File: src/rtl/stream_mux_rr.sv
// rtl/stream_mux_rr.sv - registered round-robin N:1 stream multiplexer with optional packet lock
module stream_mux_rr #(
   parameter int N           = 4,
   parameter int W           = 32,
   parameter int PACKET_MODE = 0,
   parameter int IDW         = (N > 1) ? $clog2(N) : 1
) (
   input  logic             i_clk,
   input  logic             i_rst_n,
   input  logic [N-1:0]     i_valid,
   input  logic [N*W-1:0]   i_data,
   input  logic [N-1:0]     i_last,
   output logic [N-1:0]     o_ready,
   output logic             o_valid,
   output logic [W-1:0]     o_data,
   output logic             o_last,
   output logic [IDW-1:0]   o_id,
   input  logic             i_ready
);

   localparam logic [IDW-1:0] LAST_IDX = IDW'(N - 1);

   // registered state
   logic             o_valid_q, o_valid_d;
   logic [W-1:0]     o_data_q,  o_data_d;
   logic             o_last_q,  o_last_d;
   logic [IDW-1:0]   o_id_q,    o_id_d;
   logic [IDW-1:0]   ptr_q,     ptr_d;
   logic             lock_q,    lock_d;
   logic [IDW-1:0]   lock_id_q, lock_id_d;

   // combinational datapath
   logic [N-1:0]     grant;
   logic [IDW-1:0]   gnt_idx;
   logic             gnt_any;
   logic [W-1:0]     data_sel;
   logic             last_sel;
   logic             en;
   logic [IDW-1:0]   nxt_ptr;

   // Fair arbiter: locked channel only, else first valid channel scanning from ptr upward then wrapping.
   always_comb begin
      grant   = '0;
      gnt_idx = '0;
      if (lock_q) begin
         for (int j = 0; j < N; j++) begin
            if ((int'(lock_id_q) == j) && i_valid[j]) begin
               grant[j] = 1'b1;
               gnt_idx  = IDW'(j);
            end
         end
      end else begin
         for (int j = 0; j < N; j++) begin
            if ((grant == '0) && i_valid[j] && (j >= int'(ptr_q))) begin
               grant[j] = 1'b1;
               gnt_idx  = IDW'(j);
            end
         end
         for (int j = 0; j < N; j++) begin
            if ((grant == '0) && i_valid[j] && (j < int'(ptr_q))) begin
               grant[j] = 1'b1;
               gnt_idx  = IDW'(j);
            end
         end
      end
   end

   // One-hot AND-OR select of the granted channel's payload and end-of-packet flag.
   always_comb begin
      data_sel = '0;
      last_sel = 1'b0;
      for (int j = 0; j < N; j++) begin
         data_sel = data_sel | ({W{grant[j]}} & i_data[j*W +: W]);
         last_sel = last_sel | (grant[j] & i_last[j]);
      end
   end

   // Load enable, accept strobes and the pointer value following the granted channel.
   always_comb begin
      gnt_any = |grant;
      en      = ~o_valid_q | i_ready;
      o_ready = i_rst_n ? ({N{en}} & grant) : '0;
      nxt_ptr = (gnt_idx == LAST_IDX) ? '0 : gnt_idx + IDW'(1);
   end

   // Next-state: load a granted beat when the output register is free or draining, else hold.
   always_comb begin
      o_valid_d = o_valid_q;
      o_data_d  = o_data_q;
      o_last_d  = o_last_q;
      o_id_d    = o_id_q;
      ptr_d     = ptr_q;
      lock_d    = lock_q;
      lock_id_d = lock_id_q;
      if (en) begin
         o_valid_d = gnt_any;
         if (gnt_any) begin
            o_data_d = data_sel;
            o_last_d = last_sel;
            o_id_d   = gnt_idx;
            if (PACKET_MODE == 0) begin
               ptr_d = nxt_ptr;
            end else if (last_sel) begin
               ptr_d  = nxt_ptr;
               lock_d = 1'b0;
            end else begin
               lock_d    = 1'b1;
               lock_id_d = gnt_idx;
            end
         end
      end
   end

   // State registers with synchronous active-low reset.
   always_ff @(posedge i_clk) begin
      if (!i_rst_n) begin
         o_valid_q <= 1'b0;
         o_data_q  <= '0;
         o_last_q  <= 1'b0;
         o_id_q    <= '0;
         ptr_q     <= '0;
         lock_q    <= 1'b0;
         lock_id_q <= '0;
      end else begin
         o_valid_q <= o_valid_d;
         o_data_q  <= o_data_d;
         o_last_q  <= o_last_d;
         o_id_q    <= o_id_d;
         ptr_q     <= ptr_d;
         lock_q    <= lock_d;
         lock_id_q <= lock_id_d;
      end
   end

   assign o_valid = o_valid_q;
   assign o_data  = o_data_q;
   assign o_last  = o_last_q;
   assign o_id    = o_id_q;

endmodule

File: config.mk
export PLATFORM = sky130hd
export DESIGN_NAME = stream_mux_rr
export DESIGN_NICKNAME = d
export VERILOG_FILES = /design/src/rtl/stream_mux_rr.sv
export SDC_FILE = /design/constraint.sdc
export NUM_CORES = 1
export LEC_CHECK = 0
export CORE_AREA = 2 2 87 89
export CTS_CLUSTER_DIAMETER = 30
export DETAILED_ROUTE_END_ITERATION = 12
export DIE_AREA = 0 0 89 91
export PLACE_DENSITY = 0.86
export SLEW_MARGIN = 10
export SYNTH_ARGS = -nofsm -noshare
export SYNTH_HDL_FRONTEND = slang
export SYNTH_SLANG_ARGS = --single-unit
File: constraint.sdc
create_clock -name i_clk -period 2.8 [get_ports i_clk]
set_input_delay 0.28 -clock i_clk [delete_from_list [all_inputs] [get_ports i_clk]]
set_output_delay 0.28 -clock i_clk [all_outputs]
set_load 0.03 [all_outputs]
Figure 1. M1 wires (run 1).
The bar under the picture is 20 um long. Supply wires on this layer in grey.
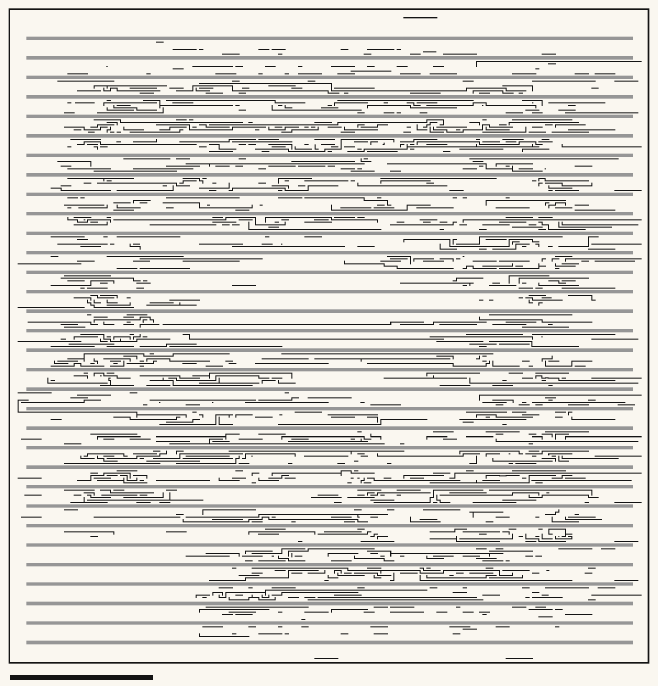
share of all routed wire	40%
wire length on this layer	4350 um
longest straight run	35.4 um
nets with wire on the layer	517

Figure 2. Metal 2 (run 1).
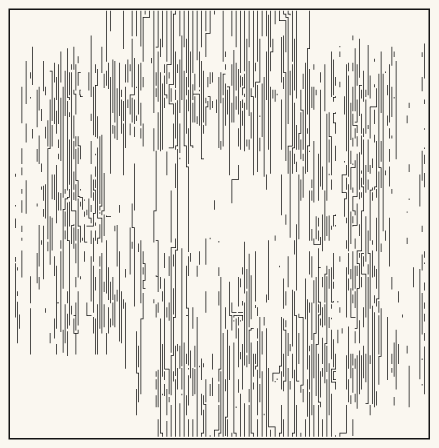
longest straight run	33.3 um
wire length on this layer	5380 um
main direction	vertical
nets with wire on the layer	550

Figure 3. Metal 3 (run 1).
The bar under the picture is 20 um long.
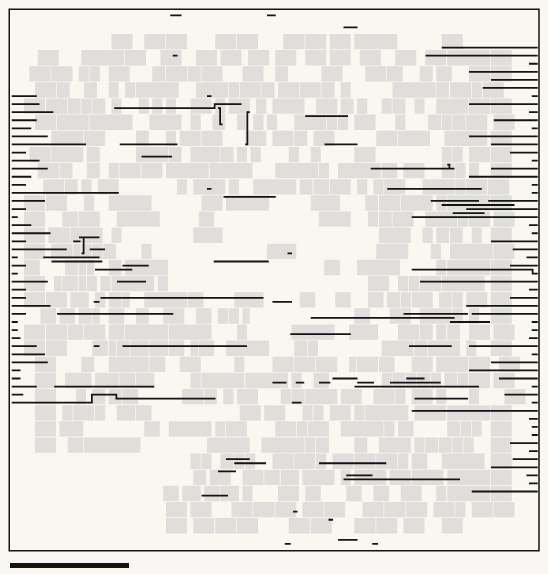
nets with wire on the layer	136
longest straight run	27.1 um
wire length on this layer	975 um
main direction	horizontal

Figure 4. Met4 routing (run 1).
Supply wires on this layer in grey.
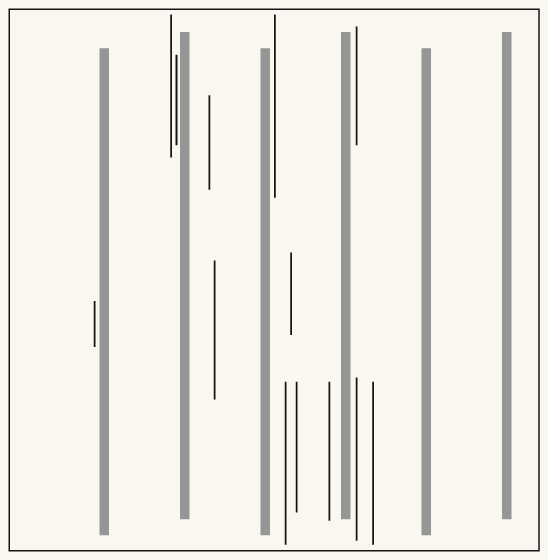
longest straight run	30.6 um
share of all routed wire	2.5%
main direction	vertical
nets with wire on the layer	13
wire length on this layer	275 um

==> impl_metrics.csv, run 1 <==
group,metric,value,unit
outcome,outcome,"completed",
setup_path,rr_endpoint,"o_data[28]",
power,combPwrFrac,46.8,%
final_timing,worst_pin_slew,0.758,ns
run,warnings,26,
setup_path,reg2reg_from,"ptr_q[0]",
final_timing,fin_skew,0.00357,ns
synthesis,synth_cells,316,
cells_and_area,antenna_cells,0,
setup_path,required,2.52,ns
floorplan,ios,179,
final_timing,finalHoldViolCount,0,
clocking,clkTransAtPathRegs,0.08,ns
run,drv_cap,0,
power,powerClk,396,uW
synthesis,syn_nets,455,
floorplan,die_x,89,um
clocking,clock-root-buffer,"clkbuf_8",
place,gp_congestion,0.833,
setup_path,startpoint,"i_valid[0]",
setup_path,path_max_fanout,15,
synthesis,yosysSeqAreaShare,27.1,%
floorplan,core_region_area,7140,um^2
synthesis,syn_area_per_cell,8.89,um^2
final_timing,finalCriticalPeriod,2.40,ns
worst_hold_path,hp-class,"reg2reg",
clocking,postCtsSetupBuffers,0,
place,dp_slack,0.369,ns
setup_path,critPathSlowestCell,"o311ai_4",
synthesis,async_flop_share,0,%
synthesis,synth-edff-count,0,
drt,drt_iter0_drc,172,
power,power_density,428,nW/um^2
final_timing,final-setup-viol-count,0,
setup_path,cpPeakStageDelay,0.64,ns
global_route,grt_first_pass_wirelength,16800,um
synthesis,netlist.top_cell.by_area,"dfxtp_1",
==> run 1: worst min path at each step <==
| stage | depth (start not counted) | endpoint | slack, ns | startpoint |
|---|---|---|---|---|
| global placement | 1 | o_id[0] | 0.52 | o_id[0] |
| finish | 1 | o_id[0] | 0.54 | o_id[0] |
| detailed placement | 1 | o_id[0] | 0.51 | o_id[0] |
| global route | 3 | o_data[12] | 0.55 | i_data[12] |
| floorplan | 2 | o_data[10] | 0.42 | i_data[10] |
| CTS | 1 | o_id[0] | 0.53 | o_id[0] |
==> run 1: layer usage <==
| layer | part of all wire, % | track usage, % |
|---|---|---|
| met1 | 40 | 32.3 |
| met2 | 49 | 44.2 |
| met3 | 8.9 | 4.64 |
| met4 | 2.5 | 9.08 |
| met5 | 0 | 0 |
==> run 1: state kept, by name (all words and copies together) (netlist names) <==
name,cells
o_data,32
o_id,2
o_last,1
o_valid,1
ptr_q,2
==> run 1: cells by family after synthesis <==
| family | share of synthesized area, % |
|---|---|
| simple gates | 23.8 |
| compound gates | 35.5 |
| buf+inv | 13.6 |
| flops | 27.1 |
==> run 1: critical path: cells and delay by family <==
| kind | cells | cell delay (ns) |
|---|---|---|
| simple gates | 3 | 0.51 |
| compound gates | 1 | 0.64 |
| buf+inv | 2 | 0.68 |
==> run 1: placed cells by master (no fill, tap or decap) <==
master | Yosys | layout
and3_2 | 15 | 15
nand2b_1 | 1 | 1
a21o_2 | 0 | 1
a221oi_2 | 28 | 28
clkbuf_1 | 13 | 1
nand3_1 | 67 | 67
o22ai_1 | 1 | 1
nor2_1 | 3 | 3
or2b_2 | 1 | 1
or3_4 | 1 | 1
o211a_2 | 0 | 1
nor2b_1 | 2 | 2
inv_1 | 1 | 1
clkinv_2 | 0 | 1
nor4_2 | 1 | 1
a31oi_1 | 34 | 34
o21bai_2 | 2 | 1
a311o_1 | 1 | 1
o311ai_4 | 1 | 1
a221oi_1 | 5 | 5
a21boi_1 | 1 | 1
buf_4 | 3 | 21
clkdlybuf4s50_1 | 0 | 174
o21ai_0 | 37 | 37
o211a_1 | 2 | 1
clkbuf_8 | 11 | 6
dfxtp_1 | 38 | 38
and3_1 | 19 | 19
and2_1 | 1 | 1
a21oi_2 | 1 | 1
a21o_1 | 2 | 1
a21boi_0 | 1 | 1
o21bai_4 | 0 | 1
nand3_2 | 1 | 1
a21oi_1 | 2 | 2
nand2_1 | 6 | 6
==> run 1: synthesized netlist by cell type, types with 2 or more instances <==
cell,count
a31oi_1,34
buf_2,3
o211a_1,2
a221oi_1,5
and3_1,19
clkbuf_1,13
clkbuf_8,11
nor2_1,3
a21oi_1,2
buf_6,5
dfxtp_1,38
a221oi_2,28
nor2b_1,2
nand3_1,67
a21o_1,2
buf_8,4
buf_4,3
and3_2,15
nand2_1,6
o21bai_2,2
o21ai_0,37
==> run 1: cell type report <==
type | count | area, um^2 | area share (%)
Timing Repair Buffer | 195 | 1900 | 41.7
Multi-Input combinational cell | 236 | 1670 | 36.8
Sequential cell | 38 | 761 | 16.7
Tap cell | 99 | 124 | 2.72
Clock buffer | 7 | 86.3 | 1.90
Clock inverter | 1 | 5.00 | 0.110
Inverter | 1 | 3.75 | 0.0825
Figure 5. The clock network (run 1).
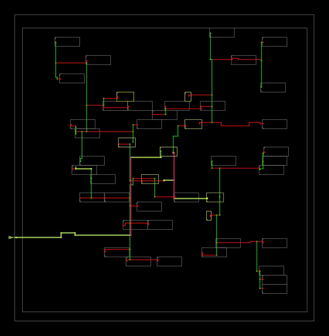

==> run 2, diff against run 1 <==
--- a/config.mk
+++ b/config.mk
@@ -5,7 +5,9 @@
 export SDC_FILE = /design/constraint.sdc
 export NUM_CORES = 1
 export LEC_CHECK = 0
+export CAP_MARGIN = 30
 export CORE_AREA = 2 2 87 89
+export CTS_BUF_LIST = sky130_fd_sc_hd__clkbuf_16
 export CTS_CLUSTER_DIAMETER = 30
 export DETAILED_ROUTE_END_ITERATION = 12
 export DIE_AREA = 0 0 89 91
Figure 6. The clock network (run 2).
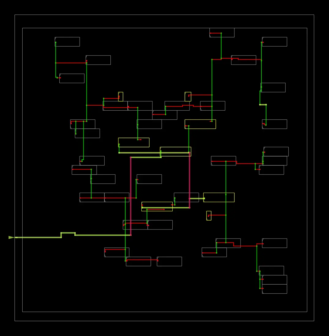
CTS Buf Count: 5
clkbuf count: 5

==> run 2 against run 1 <==
Clock power grew 35%. Via count is 0.12% lower. Maximum frequency up 0.22%. First-iteration DRC count shrank 10%. Sequential power hardly changed. Cell count unchanged. Non-clock buffer count unchanged. Largest cell class unchanged. Largest power group unchanged.
==> impl_metrics.csv, run 2 <==
group,metric,value,unit
synthesis,syn_nets,455,
synthesis,ys_sh_aoi,35.5,%
final_timing,finalCriticalPeriod,2.39,ns
global_route,grt_first_pass_wirelength,16800,um
final_timing,fin_skew,0.00163,ns
clocking,clkTransAtPathRegs,0.06,ns
power,combPwrFrac,43.6,%
synthesis,ys_sh_adder,0,%
run,warnings,26,
worst_hold_path,hp-class,"reg2reg",
synthesis,xor_share,0,%
synthesis,netlist.top_cell.by_area,"dfxtp_1",
setup_path,required,2.52,ns
synthesis,synth-edff-count,0,
synthesis,top_logic_kind,"AND-OR/OR-AND gates",
cells_and_area,layout_top_cells,"174 x clkdlybuf4s50_1, 67 x nand3_1, 38 x dfxtp_1, 37 x o21ai_0, 34 x a31oi_1",
synthesis,async_flop_share,0,%
synthesis,ys_sh_mux,0,%
floorplan,ios,179,
cells_and_area,largest_reg_flops,32,
run,drv_cap,0,
synthesis,most_common_cell,"nand3_1",
place,dp_slack,0.369,ns
synthesis,yosysSeqAreaShare,27.1,%
final_timing,worst_pin_slew,0.780,ns
power,power_density,454,nW/um^2
synthesis,ys_sh_simple,23.8,%
outcome,outcome,"completed",
synthesis,syn_area_per_cell,8.89,um^2
Figure 7. M1 wires (run 2).
The bar under the picture is 20 um long. Supply wires on this layer in grey.
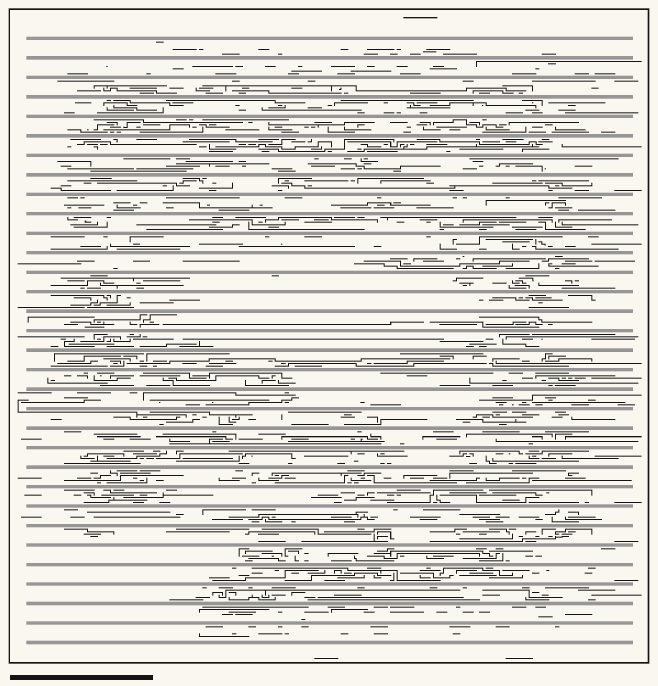
main direction	horizontal
wire length on this layer	4380 um
longest straight run	36.3 um

-- run 2: cell counts after synthesis --
No cell type changed its count.
-- run 2: layout make-up --
class                      count  area [um^2]  share of cell area [%]
clock inverter                 3         12.5                   0.272
tap                           99          124                    2.69
clock buffer                   5          125                    2.72
timing repair buffer         195         1900                    41.3
inverter                       1         3.75                  0.0816
multi-input combinational    236         1670                    36.4
sequential                    38          761                    16.5
-- run 2: kinds of logic (layout without fill, tap and decap cells) --
family | after synthesis | count (layout)
compound gates | 118 | 118
buf+inv | 42 | 204
flops | 38 | 38
simple gates | 118 | 118
-- run 2: power groups by stage --
stage / clock [mW] / combinational [mW] / sequential [mW]
after global routing: 0.571 / 0.966 / 0.648
after floorplan: 0 / 0.430 / 0.760
after detailed placement: 0 / 0.903 / 0.652
final: 0.535 / 0.910 / 0.642
after CTS: 0.546 / 0.906 / 0.642
after global placement: 0 / 0.890 / 0.650
-- run 2: final timing paths --
kind / start / endpoint / depth (start not counted)
worst max-delay path: i_valid[0] / o_ready[2] / 6
worst max register to register: ptr_q[0] / o_data[28] / 5
worst min-delay path: o_data[10] / o_data[10] / 2
worst min register to register: o_data[10] / o_data[10] / 2
-- run 2: worst max-delay path: stages --
cell	delay, ns
clkdlybuf4s50_1	0.51
nor2b_1	0.21
o311ai_4	0.64
nand2_1	0.18
nor2_1	0.13
buf_4	0.17
-- run 2: layer usage --
| metal | wire length (um) | track usage [%] |
|---|---|---|
| met1 | 4380 | 32.5 |
| met5 | 0 | 0 |
| met2 | 5410 | 44.1 |
| met3 | 895 | 4.64 |
| met4 | 278 | 9.45 |
Power is estimated from default activity; no workload was simulated.
